<file path="src/rtl/pwm_pkg.sv">
// Shared types and constant helpers for the pwm_fade_array channel slice.
// Used by both the top and the per-channel module.
package pwm_pkg;

    localparam int PWM_MAX_RES  = 16;
    localparam int PWM_MAX_STEP = 16;

    function automatic int ch_w(input int n_ch);
        return (n_ch > 1) ? $clog2(n_ch) : 1;
    endfunction

    function automatic int period_max(input int res);
        return (1 << res) - 1;
    endfunction

    // Shadow register for a channel. Fields are sized for the widest supported build.
    // Each channel uses only the low RES / STEP_W bits.
    typedef struct packed {
        logic [PWM_MAX_RES-1:0]  duty;
        logic [PWM_MAX_STEP-1:0] step;
        logic                    pending;
    } pwm_shadow_t;

endpackage

</file>
<file path="src/rtl/pwm_fade_channel.sv">
// One PWM channel: shadow register, target/current duty, optional fade engine, output compare.
// The fade engine is built only when PWM_FADE_EN is defined.
module pwm_fade_channel
    import pwm_pkg::*;
#(
    parameter int RES    = 8,
    parameter int STEP_W = 8
) (
    input  logic              clk,
    input  logic              sys_rst_n,
    input  logic              en,
    input  logic              boundary,
    input  logic              wr,
    input  logic [RES-1:0]    wr_duty,
    input  logic [STEP_W-1:0] wr_step,
    input  logic [RES-1:0]    cnt,
    output logic              pending,
    output logic              pwm_out,
    output logic              fade_done
);

    pwm_shadow_t    shadow_q, shadow_d;
    logic [RES-1:0] tgt_q, tgt_d;
    logic [RES-1:0] cur_q, cur_d;
    logic           pwm_out_q, pwm_out_d;
    logic           fade_done_q, fade_done_d;
    logic           load;
    logic [RES-1:0] load_duty;

    assign load      = boundary & shadow_q.pending;
    assign load_duty = shadow_q.duty[RES-1:0];

    // Boundary clears pending first, so a write in the boundary clk stays pending for the next one.
    always_comb begin
        shadow_d = shadow_q;
        if (load) shadow_d.pending = 1'b0;
        if (wr) begin
            shadow_d.duty    = PWM_MAX_RES'(wr_duty);
`ifdef PWM_FADE_EN
            shadow_d.step    = PWM_MAX_STEP'(wr_step);
`endif
            shadow_d.pending = 1'b1;
        end
    end

`ifdef PWM_FADE_EN
    localparam int AW = (RES + 1 > STEP_W) ? RES + 1 : STEP_W;

    logic [STEP_W-1:0] step_q, step_d;
    logic [AW-1:0]     diff, step_x;

    // Fade uses the freshly loaded target/step and clamps to the target when the step covers the gap.
    always_comb begin
        tgt_d  = load ? load_duty : tgt_q;
        step_d = load ? shadow_q.step[STEP_W-1:0] : step_q;
        step_x = AW'(step_d);
        diff   = (tgt_d >= cur_q) ? (AW'(tgt_d) - AW'(cur_q)) : (AW'(cur_q) - AW'(tgt_d));
        cur_d  = cur_q;
        if (boundary) begin
            if (step_d == '0 || step_x >= diff) cur_d = tgt_d;
            else if (tgt_d > cur_q)             cur_d = RES'(AW'(cur_q) + step_x);
            else                                cur_d = RES'(AW'(cur_q) - step_x);
        end
        fade_done_d = (cur_q == tgt_q);
    end

    always_ff @(posedge clk or negedge sys_rst_n) begin
        if (!sys_rst_n) step_q <= '0;
        else            step_q <= step_d;
    end
`else
    logic unused_step;
    assign unused_step = ^wr_step;

    always_comb begin
        tgt_d       = load ? load_duty : tgt_q;
        cur_d       = load ? load_duty : cur_q;
        fade_done_d = (cur_q == tgt_q) & ~load;
    end
`endif

    assign pwm_out_d = en & (cur_q > cnt);

    always_ff @(posedge clk or negedge sys_rst_n) begin
        if (!sys_rst_n) begin
            shadow_q    <= '0;
            tgt_q       <= '0;
            cur_q       <= '0;
            pwm_out_q   <= 1'b0;
            fade_done_q <= 1'b1;
        end else begin
            shadow_q    <= shadow_d;
            tgt_q       <= tgt_d;
            cur_q       <= cur_d;
            pwm_out_q   <= pwm_out_d;
            fade_done_q <= fade_done_d;
        end
    end

    assign pending   = shadow_q.pending;
    assign pwm_out   = pwm_out_q;
    assign fade_done = fade_done_q;

endmodule

</file>
<file path="src/rtl/pwm_fade_array.sv">
// pwm_fade_array: N-channel PWM driver with shadowed duty writes applied on period boundaries.
// Define PWM_FADE_EN to build the per-channel linear fade engine.
module pwm_fade_array
    import pwm_pkg::*;
#(
    parameter int  N_CH   = 3,
    parameter int  RES    = 8,
    parameter int  PRESC  = 1,
    parameter int  STEP_W = 8,
    localparam int CH_W   = ch_w(N_CH)
) (
    input  logic              clk,
    input  logic              sys_rst_n,
    input  logic              en,
    input  logic              cfg_valid,
    output logic              cfg_ready,
    input  logic [CH_W-1:0]   cfg_ch,
    input  logic [RES-1:0]    cfg_duty,
    input  logic [STEP_W-1:0] cfg_step,
    output logic [N_CH-1:0]   pwm_out,
    output logic              period_tk,
    output logic [N_CH-1:0]   fade_done
);

    localparam int             PW         = (PRESC > 1) ? $clog2(PRESC) : 1;
    localparam int             NSLOT      = 1 << CH_W;
    localparam logic [PW-1:0]  PRESC_LAST = PW'(PRESC - 1);
    localparam logic [RES-1:0] CNT_LAST   = RES'(period_max(RES) - 1);

    logic [PW-1:0]    presc_q, presc_d;
    logic [RES-1:0]   cnt_q, cnt_d;
    logic             period_tk_q, period_tk_d;
    logic             tick, boundary;
    logic [N_CH-1:0]  pending, wr;
    logic [NSLOT-1:0] pending_ext;

    assign tick     = en & (presc_q == PRESC_LAST);
    assign boundary = tick & (cnt_q == CNT_LAST);

    always_comb begin
        presc_d     = presc_q;
        cnt_d       = cnt_q;
        if (en)   presc_d = (presc_q == PRESC_LAST) ? '0 : presc_q + PW'(1);
        if (tick) cnt_d   = (cnt_q == CNT_LAST) ? '0 : cnt_q + RES'(1);
        period_tk_d = boundary;
    end

    always_ff @(posedge clk or negedge sys_rst_n) begin
        if (!sys_rst_n) begin
            presc_q     <= '0;
            cnt_q       <= '0;
            period_tk_q <= 1'b0;
        end else begin
            presc_q     <= presc_d;
            cnt_q       <= cnt_d;
            period_tk_q <= period_tk_d;
        end
    end

    // Unused channel slots read as not pending, so out-of-range writes are accepted and dropped.
    assign pending_ext = NSLOT'(pending);
    assign cfg_ready   = ~pending_ext[cfg_ch];
    assign period_tk   = period_tk_q;

    for (genvar i = 0; i < N_CH; i++) begin : g_ch
        assign wr[i] = cfg_valid & cfg_ready & (cfg_ch == CH_W'(i));

        pwm_fade_channel #(
            .RES    (RES),
            .STEP_W (STEP_W)
        ) u_ch (
            .clk       (clk),
            .sys_rst_n (sys_rst_n),
            .en        (en),
            .boundary  (boundary),
            .wr        (wr[i]),
            .wr_duty   (cfg_duty),
            .wr_step   (cfg_step),
            .cnt       (cnt_q),
            .pending   (pending[i]),
            .pwm_out   (pwm_out[i]),
            .fade_done (fade_done[i])
        );
    end

endmodule
</file>
<file path="config.mk">
export PLATFORM = sky130hd
export DESIGN_NAME = pwm_fade_array
export DESIGN_NICKNAME = d
export VERILOG_FILES = /design/src/rtl/pwm_pkg.sv /design/src/rtl/pwm_fade_channel.sv /design/src/rtl/pwm_fade_array.sv
export SDC_FILE = /design/constraint.sdc
export NUM_CORES = 1
export LEC_CHECK = 0
export CAP_MARGIN = 20
export CORE_AREA = 2 2 78 80
export CTS_CLUSTER_DIAMETER = 50
export CTS_CLUSTER_SIZE = 40
export DETAILED_ROUTE_END_ITERATION = 6
export DIE_AREA = 0 0 80 82
export HOLD_SLACK_MARGIN = 0.03
export PLACE_DENSITY_LB_ADDON = 0.05
export RECOVER_POWER = 50
export SLEW_MARGIN = 15
export SYNTH_ARGS = -nofsm -noshare
export SYNTH_HDL_FRONTEND = slang
export SYNTH_SLANG_ARGS = --single-unit
</file>
<file path="constraint.sdc">
create_clock -name clk -period 1.96 [get_ports clk]
set_input_delay 0.196 -clock clk [delete_from_list [all_inputs] [get_ports clk]]
set_output_delay 0.196 -clock clk [all_outputs]
set_load 0.02 [all_outputs]
</file>
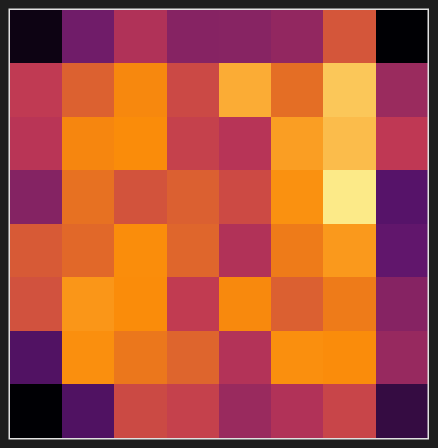
(images/density.png)
The die is cut into 8 by 8 equal tiles; black is low, pale yellow is high, 0 to 100% covered.
tiles over 75% full	19%
mean over tiles	55%
nearly empty tiles	3.1%
fullest tile	95%
fp_density: 54.8%
post-layout util: 64.1%
core footprint: 0.00575 mm²

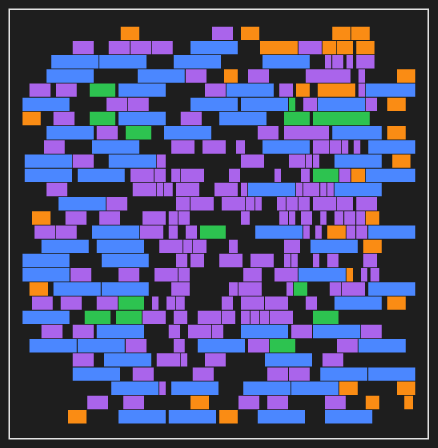
(images/cell_classes.png)
class	colour	cells
flops	blue	66
all other logic	purple	167
other buffers and delay cells	orange	31
clock drivers and dummy loads	green	14
Seq/total area: 45.0%
Finished Cell Area: 0.00368 mm²
Rows: 28

==> results.json <==
{
  "grtUsageTotal_pct": 20.7,
  "hold_viol_final": 0,
  "ys_seq_share_pct": 52.6,
  "grt_pass1_vias": 1946,
  "leakage_nw": 1.72,
  "min_path_cells": 1,
  "drv_slew": 0,
  "synth_flops": 66,
  "antenna_found_initial": 0,
  "grt_start_max_net_pins": 67,
  "clkTransAtPathRegs_ns": 0.07,
  "drt_wl_total_um": 5890,
  "syn_avg_cell_area_um2": 13.1,
  "drcViolationCount": 0,
  "setup_violations": 0,
  "status": "complete, no violations",
  "cts-htree-levels": 3,
  "first_pass_iters": 4,
  "rsz0062_at_grt": "no",
  "syn_area_mm2": 0.00315,
  "die_h_um": 82,
  "warnings": 35,
  "critPathCapture": "cfg_ready",
  "end_kind": "primary output",
  "ys.flop_type": "dfrtp_1",
  "io_pins": 30,
  "finalWeightedCongestion": 0.851,
  "ys_types": 33,
  "ir_worst_vdd_mv": 0.807,
  "hold_end": "g_ch[2].u_ch.tgt_q[7]",
  "ys_cells": 241,
  "worst_pin_slew_ns": 0.893,
  "cts.sinks": 66,
  "crit_fanout": 5,
  "num_vias": 1931,
  "relSlewSlack_pct": 40.5,
  "hold_class": "flip-flop to flip-flop",
  "holdWs_ns": 0.497,
  "drive_above_1_share_pct": 30.2,
  "syn-instance-count": 241,
  "cp.arrival_ns": 1.49,
  "nets": 323,
  "vias_per_cell": 5.47,
  "synth_nets": 289,
  "postCtsSetupBuffers": 0,
  "dieArea_mm2": 0.00656,
  "reg2reg_depth": 6,
  "insertedDiodeCount": 0,
  "cts_tree": "yes",
  "fin_crit_sh_pct": 86.1,
  "clockBufferDepth": 2,
  "crit_type": "flip-flop to primary output",
  "r2r_slack_ns": 0.29,
  "period_minus_slack_ns": 1.69,
  "cts-root-buf": "clkbuf_8",
  "min-delay-start": "g_ch[2].u_ch.load_duty[7]",
  "overflow": 0,
  "crit_path_start": "g_ch[2].u_ch.pending",
  "cts_buffers": 9,
  "drv_cap": 0,
  "place_ws_ns": 0.0743,
  "synthArstFlopShare_pct": 100,
  "clock.fmax_ghz": 0.593,
  "clkLatencyLatePin_ns": 0.33,
  "edf_count": 0,
  "cp.required_ns": 1.76,
  "yosys-stat-area_mm2": 0.00315,
  "grt_pass1_wl_um": 9870,
  "drt_iter0_drc": 119,
  "fin_worst_skew_ns": 0.00920,
  "dp_hpwl_um": 4160,
  "fill_cells": 462,
  "powerDensity_mw_per_mm2": 1140
}
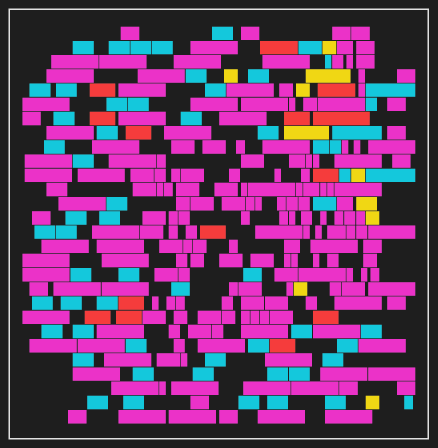
(images/drive_strength.png)
size	colour	cells
drive 2	cyan	60
drive 1 or less	magenta	194
drive 6 and up	red	14
drive 3 to 4	yellow	10
Layout area overhead: 17.0%
nonclk buf count: 31
Final WS setup: 0.273 ns

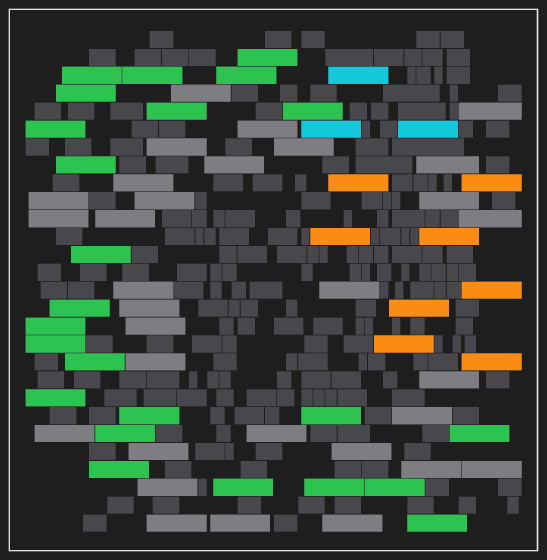
(images/registers.png)
signal	colour	flops
g_ch.u_ch.load_duty	green	24
g_ch.u_ch.pending	cyan	3
cnt_q	orange	8
seq pwr: 0.00203 W
register area: 0.00166 mm²

## cells by family after synthesis
| group | synth area share (%) |
|---|---|
| and+or+nand+nor | 8.59 |
| muxes | 17.5 |
| xor gates and xnor gates | 1.11 |
| adders and majority gates | 10.3 |
| DFF | 52.6 |
| AOI/OAI and AO/OA | 6.60 |
| buffers and inverters | 3.26 |
## power breakdown
| part | internal, W | switching (W) |
|---|---|---|
| clock network | 0.000643 | 0.000470 |
| logic | 0.000556 | 0.000514 |
| registers | 0.00175 | 0.000281 |
## sequential cells by signal, indices dropped and copies added, names as in the netlist
signal	count
g_ch.u_ch.fade_done	3
g_ch.u_ch.load_duty	24
cnt_q	8
g_ch.u_ch.pending	3
g_ch.u_ch.pwm_out	3
period_tk	1
g_ch.u_ch.tgt_q	24
## per-layer routing
metal  routed length (µm)  GRT usage, %  part of all wire (%)
met1                 2850          28.1                    48
met2                 2700          31.6                    46
met3                  224          5.82                   3.8
met4                  118          8.31                   2.0
met5                    0             0                     0
## cells in the final DEF, fill, tap and decap left out, types with 2 or more instances in the layout
cell type / netlist / layout
dfrtp_1: 63 / 63
mux2_2: 47 / 47
ha_1: 26 / 26
clkdlybuf4s50_1: 0 / 19
inv_1: 12 / 12
a21oi_1: 12 / 12
clkbuf_8: 0 / 11
nand4_1: 10 / 10
nand2_1: 8 / 8
o21ai_0: 8 / 8
nor2_1: 6 / 6
buf_4: 6 / 5
a21o_1: 4 / 4
o211ai_1: 4 / 4
xnor2_1: 4 / 4
nor2b_1: 3 / 3
nand2_2: 3 / 3
dfstp_2: 3 / 3
a31oi_1: 2 / 2
nand3_1: 2 / 2
o21ba_2: 2 / 2
nor4b_4: 2 / 2
or3_1: 2 / 2
clkbuf_1: 1 / 2
buf_12: 0 / 2
## layout make-up
type	instances	area, µm²	share of cell area, %
Clock buffer	12	155	4.21
Tap cell	75	93.8	2.55
Multi-Input combinational cell	154	1390	37.7
Clock inverter	2	37.5	1.02
Timing Repair Buffer	31	303	8.22
Inverter	13	48.8	1.33
Sequential cell	66	1660	45.0
## cells in the mapped netlist, types with 4 or more instances
master / number / area, µm²
a21o_1: 4 / 30.0
a21oi_1: 12 / 60.1
buf_4: 6 / 45.0
dfrtp_1: 63 / 1580
ha_1: 26 / 325
inv_1: 12 / 45.0
mux2_2: 47 / 529
nand2_1: 8 / 30.0
nand4_1: 10 / 62.6
nor2_1: 6 / 22.5
o211ai_1: 4 / 30.0
o21ai_0: 8 / 40.0
xnor2_1: 4 / 35.0
## stage by stage
step	cells	utilization, %	power (W)
final	353	64.1	0.00422
after global routing	353	64.1	0.00451
after CTS	353	64.4	0.00427
after detailed placement	338	60.9	0.00315
after global placement	338	60.9	0.00310
after floorplan	241	-	0.00278
## what timing repair did
| item | 4_1_cts | 5_1_grt |
|---|---|---|
| hold buffers | 1 | 0 |
| resized | 1 | 0 |
| setup endpoints to repair | 1 | 0 |
| hold endpoints to repair | 63 | 0 |
## worst max-delay path: stages (launching register included)
cell and delay (ns):
dfrtp_1 0.46, mux2i_1 0.16, nor2_1 0.05, a31oi_1 0.13
dlygate4sd2_1 0.35
No activity file was given, so power comes from the tool's default toggle rates.
